<file path="src/rtl/lsu_mem_if.sv">
// Load/store unit bridging register-file operands to a single-beat data-memory bus.
// Faults (illegal funct3, misaligned, timeout) are reported without touching memory where possible.
module lsu_mem_if #(
    parameter int unsigned TIMEOUT_CYCLES = 255
) (
    input  logic        clk,
    input  logic        rst,
    input  logic        req_valid,
    output logic        req_ready,
    input  logic        req_is_store,
    input  logic [2:0]  req_funct3,
    input  logic [31:0] req_rs1_data,
    input  logic [31:0] req_rs2_data,
    input  logic [31:0] req_imm,
    input  logic [4:0]  req_rd_addr,
    output logic        mem_req,
    output logic        mem_we,
    output logic [31:0] mem_addr,
    output logic [31:0] mem_wdata,
    output logic [3:0]  mem_wstrb,
    input  logic        mem_ready,
    input  logic [31:0] mem_rdata,
    output logic        wb_valid,
    output logic [4:0]  wb_rd_addr,
    output logic [31:0] wb_data,
    output logic        done,
    output logic        fault,
    output logic [1:0]  fault_code
);

    typedef enum logic [1:0] {IDLE, ACCESS, RESP, FAULT} state_t;

    state_t      state_q, state_d;
    logic [31:0] addr_q, wdata_q, wb_data_q;
    logic [3:0]  wstrb_q;
    logic [1:0]  off_q, fcode_q;
    logic [2:0]  funct3_q;
    logic        is_store_q;
    logic [4:0]  rd_q;
    logic [15:0] cnt_q;

    logic [31:0] ea, wdata_acc, load_ext;
    logic [3:0]  wstrb_acc;
    logic [7:0]  ld_byte;
    logic [15:0] ld_half;
    logic        accept, illegal, misaligned, timeout_hit;

    assign ea          = req_rs1_data + req_imm;
    assign accept      = req_valid && (state_q == IDLE);
    assign timeout_hit = (state_q == ACCESS) && !mem_ready
                         && (cnt_q == 16'(TIMEOUT_CYCLES - 1));

    always_comb begin
        illegal    = 1'b0;
        misaligned = 1'b0;
        if (req_is_store)
            illegal = !(req_funct3 inside {3'b000, 3'b001, 3'b010});
        else
            illegal = !(req_funct3 inside {3'b000, 3'b001, 3'b010, 3'b100, 3'b101});
        if (req_funct3[1:0] == 2'b01)
            misaligned = ea[0];
        else if (req_funct3[1:0] == 2'b10)
            misaligned = (ea[1:0] != 2'b00);
    end

    // Store data is replicated across lanes so memory only needs the strobes.
    always_comb begin
        wdata_acc = 32'd0;
        wstrb_acc = 4'b0000;
        if (req_is_store) begin
            case (req_funct3[1:0])
                2'b00: begin
                    wdata_acc = {4{req_rs2_data[7:0]}};
                    wstrb_acc = 4'b0001 << ea[1:0];
                end
                2'b01: begin
                    wdata_acc = {2{req_rs2_data[15:0]}};
                    wstrb_acc = 4'b0011 << {ea[1], 1'b0};
                end
                default: begin
                    wdata_acc = req_rs2_data;
                    wstrb_acc = 4'b1111;
                end
            endcase
        end
    end

    always_comb begin
        ld_byte  = 8'(mem_rdata >> {off_q, 3'b000});
        ld_half  = off_q[1] ? mem_rdata[31:16] : mem_rdata[15:0];
        load_ext = mem_rdata;
        case (funct3_q)
            3'b000:  load_ext = {{24{ld_byte[7]}}, ld_byte};
            3'b001:  load_ext = {{16{ld_half[15]}}, ld_half};
            3'b100:  load_ext = {24'd0, ld_byte};
            3'b101:  load_ext = {16'd0, ld_half};
            default: load_ext = mem_rdata;
        endcase
    end

    always_ff @(posedge clk) begin
        if (rst) state_q <= IDLE;
        else     state_q <= state_d;
    end

    always_comb begin
        state_d = state_q;
        case (state_q)
            IDLE:    if (accept) state_d = (illegal || misaligned) ? FAULT : ACCESS;
            ACCESS:  if (mem_ready) state_d = RESP;
                     else if (timeout_hit) state_d = FAULT;
            RESP:    state_d = IDLE;
            FAULT:   state_d = IDLE;
            default: state_d = IDLE;
        endcase
    end

    always_comb begin
        req_ready  = (state_q == IDLE);
        mem_req    = (state_q == ACCESS);
        mem_we     = (state_q == ACCESS) && is_store_q;
        done       = (state_q == RESP);
        wb_valid   = (state_q == RESP) && !is_store_q;
        fault      = (state_q == FAULT);
        fault_code = (state_q == FAULT) ? fcode_q : 2'b00;
        mem_addr   = addr_q;
        mem_wdata  = wdata_q;
        mem_wstrb  = wstrb_q;
        wb_data    = wb_data_q;
        wb_rd_addr = rd_q;
    end

    always_ff @(posedge clk) begin
        if (rst) begin
            addr_q     <= 32'd0;
            wdata_q    <= 32'd0;
            wstrb_q    <= 4'd0;
            off_q      <= 2'd0;
            funct3_q   <= 3'd0;
            is_store_q <= 1'b0;
            rd_q       <= 5'd0;
            fcode_q    <= 2'd0;
            wb_data_q  <= 32'd0;
            cnt_q      <= 16'd0;
        end else begin
            if (accept) begin
                addr_q     <= {ea[31:2], 2'b00};
                off_q      <= ea[1:0];
                funct3_q   <= req_funct3;
                is_store_q <= req_is_store;
                rd_q       <= req_rd_addr;
                wdata_q    <= wdata_acc;
                wstrb_q    <= wstrb_acc;
                fcode_q    <= illegal ? 2'b10 : 2'b01;
            end
            if ((state_q == ACCESS) && mem_ready)
                wb_data_q <= load_ext;
            if (timeout_hit)
                fcode_q <= 2'b11;
            cnt_q <= ((state_q == ACCESS) && !mem_ready) ? cnt_q + 16'd1 : 16'd0;
        end
    end

endmodule

</file>
<file path="config.mk">
export PLATFORM = sky130hd
export DESIGN_NAME = lsu_mem_if
export DESIGN_NICKNAME = d
export VERILOG_FILES = /design/src/rtl/lsu_mem_if.sv
export SDC_FILE = /design/constraint.sdc
export NUM_CORES = 1
export LEC_CHECK = 0
export CELL_PAD_IN_SITES_DETAIL_PLACEMENT = 1
export CELL_PAD_IN_SITES_GLOBAL_PLACEMENT = 2
export CORE_ASPECT_RATIO = 1.5
export CORE_MARGIN = 2
export CORE_UTILIZATION = 25
export DETAILED_ROUTE_END_ITERATION = 10
export PLACE_DENSITY = 0.82
export SYNTH_ARGS = -nofsm -noshare
export SYNTH_HDL_FRONTEND = slang
export SYNTH_SLANG_ARGS = --single-unit
</file>
<file path="constraint.sdc">
create_clock -name clk -period 4.2 [get_ports clk]
set_clock_uncertainty 0.1 [all_clocks]
set_input_delay 1.05 -clock clk [delete_from_list [all_inputs] [get_ports clk]]
set_output_delay 1.05 -clock clk [all_outputs]
set_load 0.05 [all_outputs]
</file>
Fig. 1: run 1, the metal 4 layer
Bar = 50 µm. Supply wires on this layer in gray. Cells faint in the background.
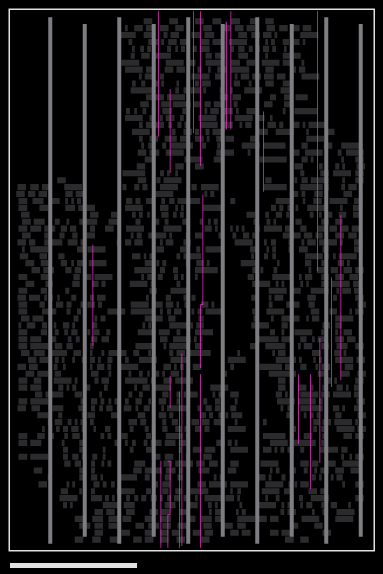
longest straight run	102 µm
wire length on this layer	1040 µm
main direction	vertical
share of all routed wire	3.7%
nets with wire on the layer	17
Via Count: 7540
drt total wl: 27900 µm

Fig. 2: run 1, cells colored by class
Bar = 50 µm. Fill, decap, tap and diode cells in gray.
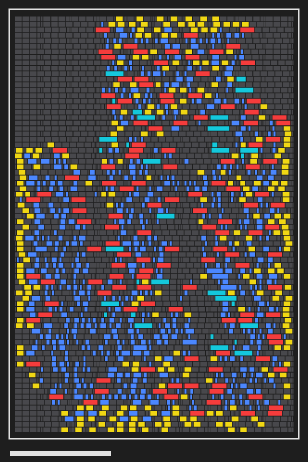
color	class	cells	share of their area
yellow	remaining buffers and delay cells	263	26%
blue	combinational and other logic	716	44%
red	sequential cells	129	25%
cyan	clock drivers and dummy loads	32	5.6%
Final Cell Area: 10700 µm²
row count: 76
Finished Core Util: 37.3%

Fig. 3: run 1, met1 routing
Supply wires on this layer in gray.
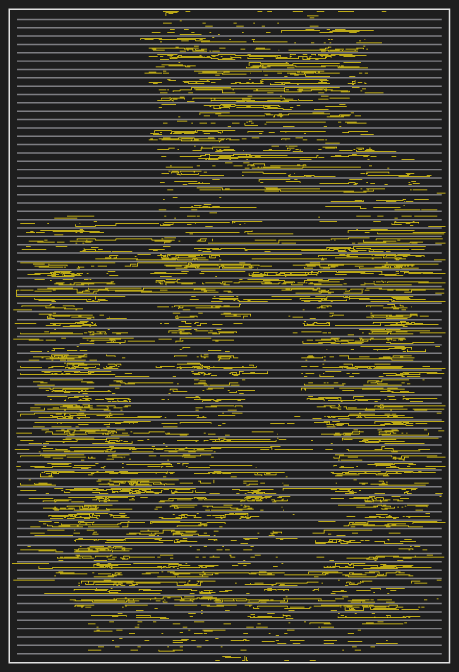
longest straight run	55.7 µm
wire length on this layer	11000 µm
nets with wire on the layer	1171
share of all routed wire	39%
main direction	horizontal
M1 GR Usage: 20.1%

Fig. 4: run 1, local utilization
The die is cut into 14 by 21 equal tiles; white is low, dark blue is high, 0 to 100% covered.
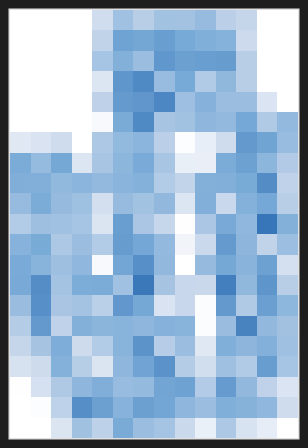
nearly empty tiles	15%
fullest tile	72%
emptiest ninth of the die	upper left
mean over tiles	34%
Core ar.: 28600 µm²
fp util: 25.3%

run 1: flip-flops by register name, indices dropped and copies added, names as in the netlist:
signal / count
cnt_q: 16
is_store_q: 1
off_q: 2
funct3_q: 3
mem_addr: 30
wb_data: 32
state_q: 2
mem_wstrb: 4
wb_rd_addr: 5
mem_wdata: 32
fcode_q: 2
run 1: how the worst min path moves through the flow:
stage	startpoint	to	slack, ns	cells after the start
after floorplan	funct3_q[2]	funct3_q[2]	0.34	2
after global placement	mem_wdata[7]	mem_wdata[7]	0.34	2
after detailed placement	mem_wdata[0]	mem_wdata[0]	0.35	2
after CTS	wb_data[2]	wb_data[2]	0.35	2
after global routing	wb_rd_addr[4]	wb_rd_addr[4]	0.37	2
final	wb_data[2]	wb_data[2]	0.35	2
run 1: per-layer routing:
metal,vias up,track usage [%]
met5,-,0
met4,0,7.89
met3,47,3.85
met2,195,33.9
met1,3619,20.1
li1,3679,-
run 1: worst register-to-register path: cells and delay by family, from the launching register on:
family          cells  cell delay (ns)
flops               1             0.38
compound gates      2             0.42
simple gates        3             1.39
run 1: per-stage QoR:
stage	area, µm²	util, %	power, mW
finish	10700	37.3	4.02
global route	10700	37.3	4.22
CTS	10700	37.3	4.08
detailed placement	10100	35.3	2.58
global placement	10100	35.3	2.57
floorplan	7250	-	2.11
run 1: report_power, final:
group,switching (mW),leakage (nW),total [mW],internal (mW)
combinational,0.721,2.55,1.19,0.466
sequential,0.0573,1.05,1.36,1.30
clock,0.576,0.285,1.47,0.895
run 1: cells in the final DEF (no fill, tap or decap), drive strengths merged, types with 9 or more instances in the layout:
cell / Yosys / layout
a211oi: 23 / 23
a21o: 13 / 13
a21oi: 90 / 90
a22oi: 17 / 17
and3: 11 / 11
buf: 9 / 13
clkbuf: 52 / 20
clkdlybuf4s50: 0 / 250
clkinv: 1 / 9
dfxtp: 129 / 129
ha: 33 / 33
inv: 12 / 12
mux2: 17 / 17
mux2i: 18 / 18
nand2: 135 / 135
nand3: 34 / 34
nand4: 9 / 9
nor2: 95 / 95
nor2b: 11 / 11
nor3: 10 / 10
o211ai: 10 / 10
o21a: 9 / 9
o21ai: 36 / 36
o31a: 9 / 9
xnor2: 14 / 14
xor2: 18 / 18
run 1: logic make-up (layout without fill, tap and decap cells):
family | after synthesis | after routing
adder cells (fa/ha/maj) | 34 | 34
AND-OR/OR-AND | 262 | 262
AND/OR/NAND/NOR | 335 | 335
multiplexers | 38 | 38
other | 1 | 2
flip-flops | 129 | 129
XOR/XNOR | 32 | 32
buffers and inverters | 74 | 308
run 1: final cells by class:
class | count | area (µm²) | share of cell area [%]
timing repair buffer | 263 | 2600 | 24.3
clock buffer | 20 | 457 | 4.28
sequential | 129 | 2580 | 24.2
clock inverter | 12 | 115 | 1.08
multi-input combinational | 703 | 4390 | 41.1
tap | 390 | 488 | 4.57
inverter | 13 | 48.8 | 0.457
==> flow_summary.yaml, run 1 <==
# physical design summary
setup_path:
  r2r_cells: 5
  cp.depth: 3
  r2r_setup_slack_ns: 1.83
  crit_buf_inv: 1
  crit_path_end: "mem_we"
  cp.arrival_ns: 2.41
  cp-end-kind: "primary output"
  cp_slowest_cell: "clkdlybuf4s50_1"
  timing.rr.end: "wb_data[2]"
  cp_cell_sequence: "nor2b_1 > and2_1 > clkdlybuf4s50_1"
  r2r-start: "off_q[0]"
  cp-start-kind: "register"
final_layout:
  antenna_cells: 0
  area_growth_pct: 47.4
  nets: 1302
  drive_gt1_share_pct: 6.49
flow_run:
  tool_warnings: 27
  cap_violations: 0
synth:
  xor_share_pct: 3.87
  aoi_share_pct: 23.8
  synth_dominant_cell_count: "nand2_1"
  netlist.area_leader.share_pct: 35.6
  top_cells_by_count: "nand2_1 (135), dfxtp_1 (129), nor2_1 (95), a21oi_1 (89), clkbuf_1 (52)"
  topCellsByArea: "dfxtp_1 (36%), nand2_1 (7.0%), a21oi_1 (6.1%)"
  ys_chip_area_um2: 7250
  ys_async_sr_fraction_pct: 0
  synth-edff-count: 0
  synth-simple-area-share_pct: 20.6
  ys_cells: 905
  top_area_cell: "dfxtp_1"
  syn_avg_cell_area_um2: 8.01
  logic_family: "AND-OR/OR-AND gates"
timing:
  maxSlewHeadroom_pct: 28.7
  worst_pin_slew_ns: 1.07
  fin_ws_ns: 0.637
  hold_slack_ns: 0.348
  layout_min_cycle_time_ns: 3.56
  fmax_mhz: 281
  period_used_pct: 84.8
  final-setup-viol-count: 0
clock_tree:
  clock_sinks: 129
  cts_tree: "built"
  cts_resized: 0
  clock.latency.late_pin_ns: 0.43
  clkTransAtPathRegs_ns: 0.05
  cts_setup_buffers: 0
  cts_buffer_depth: 2
drt:
  drt_iter0_markers: 289
  m1WireLength_um: 11000
  vias_per_cell: 4.93
  drc: 0
  wl_met2_um: 14700
  met3_length_um: 1180
  drtPass1Iterations: 5
placed_design:
  port_buffers: 251
  dp_slack_ns: 0.203
  gp_congestion: 0.832
  dp_cells: 1498
  dpl.hpwl_um: 21100
global_routing:
  grt_overflow: 0
  grt_max_degree: 70
  grt_pass1_wl_um: 43100
  grt_pass1_vias: 7815
outcome:
  outcome: "completed"
power_and_ir_drop:
  p_leak_nw: 3.88
Fig. 5: run 1, track usage over the die
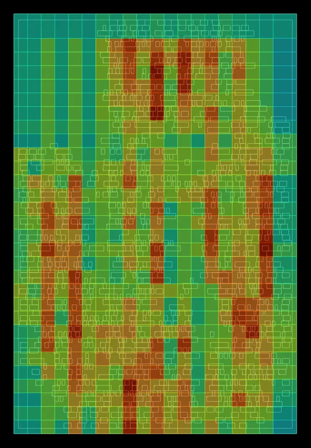

--- run 2 (diff from run 1) ---
==> constraint.sdc (replaced) <==
create_clock -name clk -period 3.45 [get_ports clk]
set_clock_uncertainty 0.1 [all_clocks]
set_input_delay 0.8625 -clock clk [delete_from_list [all_inputs] [get_ports clk]]
set_output_delay 0.8625 -clock clk [all_outputs]
set_load 0.05 [all_outputs]
Fig. 6: run 2, track usage over the die
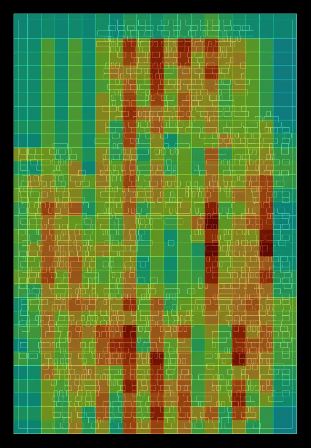
M1 GR Usage: 20.4%
M3 GR Usage: 3.47%
Finished Core Util: 38.9%
met2 usage: 34.9%
total global-route track usage: 18.7%

==> run 2 against run 1 <==
Net effect: flip-flop count unchanged; die area unchanged; sequential share of layout area down 0.98 points; utilization up 1.6 points.
==> flow_summary.yaml, run 2 <==
# physical design summary
outcome:
  outcome: "completed"
global_routing:
  grt_overflow: 0
  antenna_found_initial: 1
  grt_pass1_vias: 8255
  grt_pass1_wl_um: 44200
  grt_max_degree: 73
clock_tree:
  clkTransAtPathRegs_ns: 0.06
  h-tree-depth: 4
  cts_resized: 0
  clock_sinks: 129
  cts_buffers: 17
  clock.latency.late_pin_ns: 0.43
  cts_setup_buffers: 0
  hold_buffers: 0
  cts_buffer_depth: 2
  cts_tree: "built"
power_and_ir_drop:
  p_total_mw: 5.11
  pwr_density_cell_nw_per_um2: 459
  p_leak_nw: 4.16
  ir_drop_mv: 0.240
timing:
  maxSlewHeadroom_pct: 43.6
  rsz0062_at_grt: "no"
  fmax_mhz: 300
  layout_min_cycle_time_ns: 3.33
  final-setup-viol-count: 0
  slew_violations: 0
  hold_slack_ns: 0.352
  period_used_pct: 96.5
  hold_viol: 0
  worst_pin_slew_ns: 0.847
  setup_tns_ns: 0
setup_path:
  cp.arrival_ns: 2.37
  cp.depth: 3
  cp_cell_sequence: "nor2b_1 > and2_1 > clkdlybuf4s50_1"
  worstSetupPathType: "register to primary output"
  required_ns: 2.49
  cp-start-kind: "register"
  r2r_setup_slack_ns: 1.37
  crit_path_end: "mem_we"
  cp-end-kind: "primary output"
  cp_slowest_cell: "clkdlybuf4s50_1"
  r2r_cells: 5
  crit_buf_inv: 1
  r2r-start: "state_q[0]"
  timing.rr.end: "wb_data[2]"
drt:
  vias_per_cell: 4.92
  drt_iter0_markers: 265
  drtPass1Iterations: 4
  drtAntennaViolNets: 0
  wl_met2_um: 15000
  drt-total-wl_um: 28300
  wl_per_cell_um: 17.9
  highest_layer: "met5"
  vias: 7784
  met3_length_um: 1200
  m1WireLength_um: 11200
  drc: 0
synth:
  ys_warn_count: 0
  syn_avg_cell_area_um2: 8.01
  ys.flops: 129
  top_area_cell: "dfxtp_1"
  synth_dominant_cell_count: "nand2_1"
  netlist_instances: 905
  ys_async_sr_fraction_pct: 0
  topCellsByArea: "dfxtp_1 (36%), nand2_1 (7.0%), a21oi_1 (6.1%)"
  synthesis.area_um2: 7250
  netlist.area_leader.share_pct: 35.6
  ys_chip_area_um2: 7250
  ys_types: 65
  top_cells_by_count: "nand2_1 (135), dfxtp_1 (129), nor2_1 (95), a21oi_1 (89), clkbuf_1 (52)"
  ff_type: "dfxtp_1"
  ys_cells: 905
  synth-edff-count: 0
placed_design:
  dpl.hpwl_um: 21700
  port_buffers: 251
  gp_congestion: 0.844
final_layout:
  final_common_cell: "clkdlybuf4s50_1"
  antenna_cells: 0
  area_growth_pct: 53.6
  drive_gt1_share_pct: 10.6
  final_cell_mix: "clkdlybuf4s50_1 (250), nand2_1 (134), dfxtp_1 (129), nor2_1 (95), a21oi_1 (89)"
  nets: 1355
  fillerInstances: 3378
flow_run:
  cap_violations: 0
  tool_warnings: 27
floorplan:
  die_area_um2: 30400
  core_area_um2: 28600
  fp_util_pct: 25.3
  die_w_um: 143
  num_rows: 76
hold_path:
  hp-class: "register to register"
Fig. 7: run 2, met1 routing
Supply wires on this layer in gray.
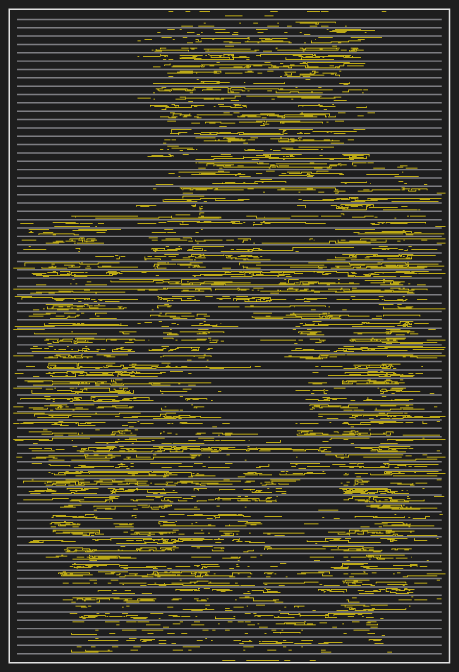
wire length on this layer	11200 µm
nets with wire on the layer	1236

run 2: cell count changes in the layout (fill, tap and decap cells not counted), sizes merged:
cell / before / now
buf: 13 / 66
clkbuf: 20 / 23
clkinvlp: 2 / 3
clkinv: 9 / 4
bufinv: 2 / 3
run 2: how the worst min path moves through the flow:
stage / from / endpoint / cells after the start
5_1_grt: wb_data[2] / wb_data[2] / 2
6_report: wb_data[2] / wb_data[2] / 2
2_1_floorplan: funct3_q[2] / funct3_q[2] / 2
3_3_place_gp: mem_wdata[2] / mem_wdata[2] / 2
4_1_cts: wb_data[1] / wb_data[1] / 2
3_5_place_dp: wb_data[1] / wb_data[1] / 2
run 2: cell families after synthesis:
family	count (synthesis)	synth area share (%)
other	1	0.0518
AOI/OAI and AO/OA	262	23.8
xor gates and xnor gates	32	3.87
adders and majority gates	34	5.97
DFF	129	35.6
muxes	38	6.06
buffers and inverters	74	3.97
and+or+nand+nor	335	20.6
run 2: metal layers:
layer / vias to the layer above / global-route usage (%)
li1: 3781 / -
met1: 3778 / 20.4
met2: 176 / 34.9
met3: 47 / 3.47
met4: 2 / 7.68
met5: - / 0
run 2: cell type report:
type | instances | area (µm²) | share of cell area, %
sequential | 129 | 2580 | 23.2
clock buffer | 23 | 498 | 4.47
timing repair buffer | 316 | 3000 | 26.9
inverter | 13 | 48.8 | 0.438
clock inverter | 9 | 128 | 1.15
multi-input combinational | 703 | 4390 | 39.4
tap | 390 | 488 | 4.38
run 2: stage by stage:
| step | cells | setup slack (ns) | area [µm²] | util [%] |
|---|---|---|---|---|
| 2_1_floorplan | 906 | 0.356 | 7250 | - |
| 6_report | 1583 | 0.121 | 11100 | 38.9 |
| 3_3_place_gp | 1551 | -0.237 | 10500 | 36.7 |
| 4_1_cts | 1583 | 0.0835 | 11100 | 38.9 |
| 5_1_grt | 1583 | 0.0121 | 11100 | 38.9 |
| 3_5_place_dp | 1551 | -0.281 | 10500 | 36.7 |
run 2: worst min-delay path, stage by stage (launching register included):
cell and delay, ns:
dfxtp_1 0.31, nand2_1 0.05, a21oi_1 0.05
run 2: power breakdown:
part | switching, mW | internal [mW]
clock | 0.702 | 1.23
combinational | 0.901 | 0.631
sequential | 0.0646 | 1.59
total | 1.67 | 3.45
Fig. 8: run 2, cells colored by class
Bar = 50 µm. Fill, decap, tap and diode cells in gray.
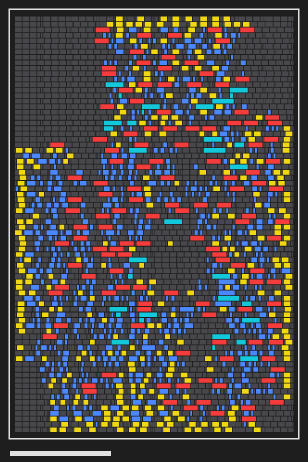

--- run 3 (diff from run 2) ---
--- a/config.mk
+++ b/config.mk
@@ -8,10 +8,10 @@
 export CELL_PAD_IN_SITES_DETAIL_PLACEMENT = 1
 export CELL_PAD_IN_SITES_GLOBAL_PLACEMENT = 2
 export CORE_ASPECT_RATIO = 1.5
-export CORE_MARGIN = 2
 export CORE_UTILIZATION = 25
 export DETAILED_ROUTE_END_ITERATION = 10
 export PLACE_DENSITY = 0.82
 export SYNTH_ARGS = -nofsm -noshare
 export SYNTH_HDL_FRONTEND = slang
 export SYNTH_SLANG_ARGS = --single-unit
+export TNS_END_PERCENT = 50
Fig. 9: run 3, cells colored by class
Bar = 50 µm. Fill, decap, tap and diode cells in gray.
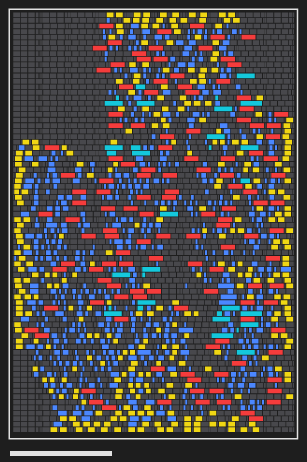
color	class	cells	share of their area
blue	combinational and other logic	716	42%
red	sequential cells	129	24%
yellow	remaining buffers and delay cells	320	28%
cyan	clock drivers and dummy loads	32	5.8%
Finished Core Util: 39.0%
flop share of the area: 23.2%

==> run 3 against run 2 <==
Net effect: the flow now finishes with violations (DRC); utilization up 0.079 points; first-iteration DRC count down 5.3%; critical path depth unchanged; total power down 0.29%; combinational power about the same; die area down 2.3%; sequential share of layout area about the same; synthesized cell count unchanged; clock-buffer cell count down 1; worst hold slack worse by 0.0048 ns.
==> flow_summary.yaml, run 3 <==
# physical design summary
outcome:
  outcome: "finished with violations"
  violations: "DRC"
synth:
  ff_type: "dfxtp_1"
  synth-edff-count: 0
  netlist_instances: 905
  ys_async_sr_fraction_pct: 0
  xor_share_pct: 3.87
  netlist.area_leader.share_pct: 35.6
  top_area_cell: "dfxtp_1"
  topCellsByArea: "dfxtp_1 (36%), nand2_1 (7.0%), a21oi_1 (6.1%)"
  ys_warn_count: 0
  ys_types: 65
  top_cells_by_count: "nand2_1 (135), dfxtp_1 (129), nor2_1 (95), a21oi_1 (89), clkbuf_1 (52)"
  synth.area.mux_share_pct: 6.06
  syn_avg_cell_area_um2: 8.01
  logic_family: "AND-OR/OR-AND gates"
setup_path:
  cp-end-kind: "primary output"
  worstSetupPathType: "register to primary output"
  cp.arrival_ns: 2.35
floorplan:
  num_rows: 76
  fp_util_pct: 25.3
  die_w_um: 141
  die_area_um2: 29700
timing:
  hold_viol: 0
  worst_pin_slew_ns: 0.747
  slew_violations: 0
  fin_ws_ns: 0.142
  period_used_pct: 95.9
  maxSlewHeadroom_pct: 50.2
  fmax_mhz: 302
  hold_slack_ns: 0.347
  setup_tns_ns: 0
drt:
  drt_iter0_markers: 251
  drc: 1
  vias: 7755
  drtPass1Iterations: 7
placed_design:
  dp_slack_ns: -0.302
  gp_congestion: 0.840
  placed_cell_area_um2: 10500
clock_tree:
  clock_sinks: 129
  cts_buffer_depth: 2
  h-tree-depth: 4
  clkTransAtPathRegs_ns: 0.06
global_routing:
  grt_overflow: 0
  grt_pass1_vias: 8169
  grt_max_degree: 65
  antenna_found_initial: 0
power_and_ir_drop:
  p_leak_nw: 4.18
  seqPwrFrac_pct: 32.4
  switching_power_mw: 1.66
  power.internal_mw: 3.43
  p_comb_share_pct: 30.1
  pwr_density_cell_nw_per_um2: 457
final_layout:
  area_growth_pct: 53.9
  fillerInstances: 3406
  nets: 1359
  final_common_cell: "clkdlybuf4s50_1"
  seq_area_um2: 2580
  fin_area_um2: 11200
  drive_gt1_share_pct: 11.0
  final_cell_mix: "clkdlybuf4s50_1 (250), nand2_1 (134), dfxtp_1 (129), nor2_1 (95), a21oi_1 (89)"
  mi_logic_area_um2: 4390
hold_path:
  hp-class: "register to register"
Fig. 10: run 3, local utilization
The die is cut into 14 by 21 equal tiles; white is low, dark blue is high, 0 to 100% covered.
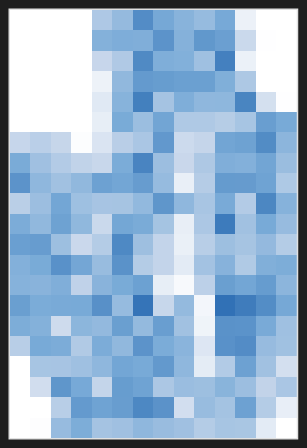
emptiest ninth of the die	upper left
fullest tile	74%
mean over tiles	36%
nearly empty tiles	14%

==> run 3: cell types whose count changed in the layout (fill, tap and decap cells not counted) <==
cell / delta
clkinv_2: +2
ha_2: +1
clkinv_4: +1
buf_4: +4
clkbuf_8: -1
clkinvlp_4: -2
ha_1: -1
==> run 3: path summary, 6_finish.rpt <==
| kind | startpoint | endpoint | slack, ns | depth (start not counted) |
|---|---|---|---|---|
| hold / removal | mem_addr[11] | mem_addr[11] | 0.35 | 2 |
| setup / recovery | state_q[0] | mem_we | 0.14 | 3 |
| setup reg to reg | state_q[0] | wb_data[2] | 1.38 | 5 |
| hold reg to reg | mem_addr[11] | mem_addr[11] | 0.35 | 2 |
==> run 3: repair_timing <==
action	4_1_cts	5_1_grt
endpoints found under the setup margin	0	1
buffers inserted	0	1
hold endpoints to repair	0	0
gates resized	0	1
==> run 3: cell type report <==
class	count	area share [%]
inverter	13	0.438
tap	390	4.38
clock inverter	10	1.18
sequential	129	23.2
clock buffer	22	4.34
multi-input combinational	703	39.4
timing repair buffer	320	27.1
==> run 3: cells by family after synthesis <==
| group | Yosys count |
|---|---|
| other | 1 |
| AND/OR/NAND/NOR | 335 |
| multiplexers | 38 |
| buffers and inverters | 74 |
| XOR/XNOR | 32 |
| flip-flops | 129 |
| adder cells (fa/ha/maj) | 34 |
| AND-OR/OR-AND | 262 |
==> run 3: metrics by stage <==
step,std cells,total power [mW]
CTS,1586,5.17
floorplan,906,2.57
global route,1587,5.34
global placement,1554,3.21
finish,1587,5.10
detailed placement,1554,3.22
==> run 3: worst max-delay path, cell delays in order, from the launching register on <==
cell and delay, ns:
dfxtp_1 0.48, nor2b_1 0.42, and2_1 0.19, clkdlybuf4s50_1 0.84
==> run 3: power groups by stage <==
stage | sequential (mW) | combinational [mW] | clock (mW)
2_1_floorplan | 1.96 | 0.609 | 0
6_report | 1.65 | 1.53 | 1.91
3_5_place_dp | 1.68 | 1.54 | 0
5_1_grt | 1.66 | 1.66 | 2.02
4_1_cts | 1.65 | 1.55 | 1.97
3_3_place_gp | 1.68 | 1.53 | 0
==> run 3: routing by layer <==
layer | vias to the layer above | GRT usage [%] | wire length [µm]
met5 | - | 0 | 0
met4 | 0 | 8.25 | 942
met1 | 3703 | 20.3 | 11000
met3 | 48 | 3.73 | 1090
met2 | 204 | 35.8 | 14600
li1 | 3800 | - | -
Power and IR drop assume default switching activity.
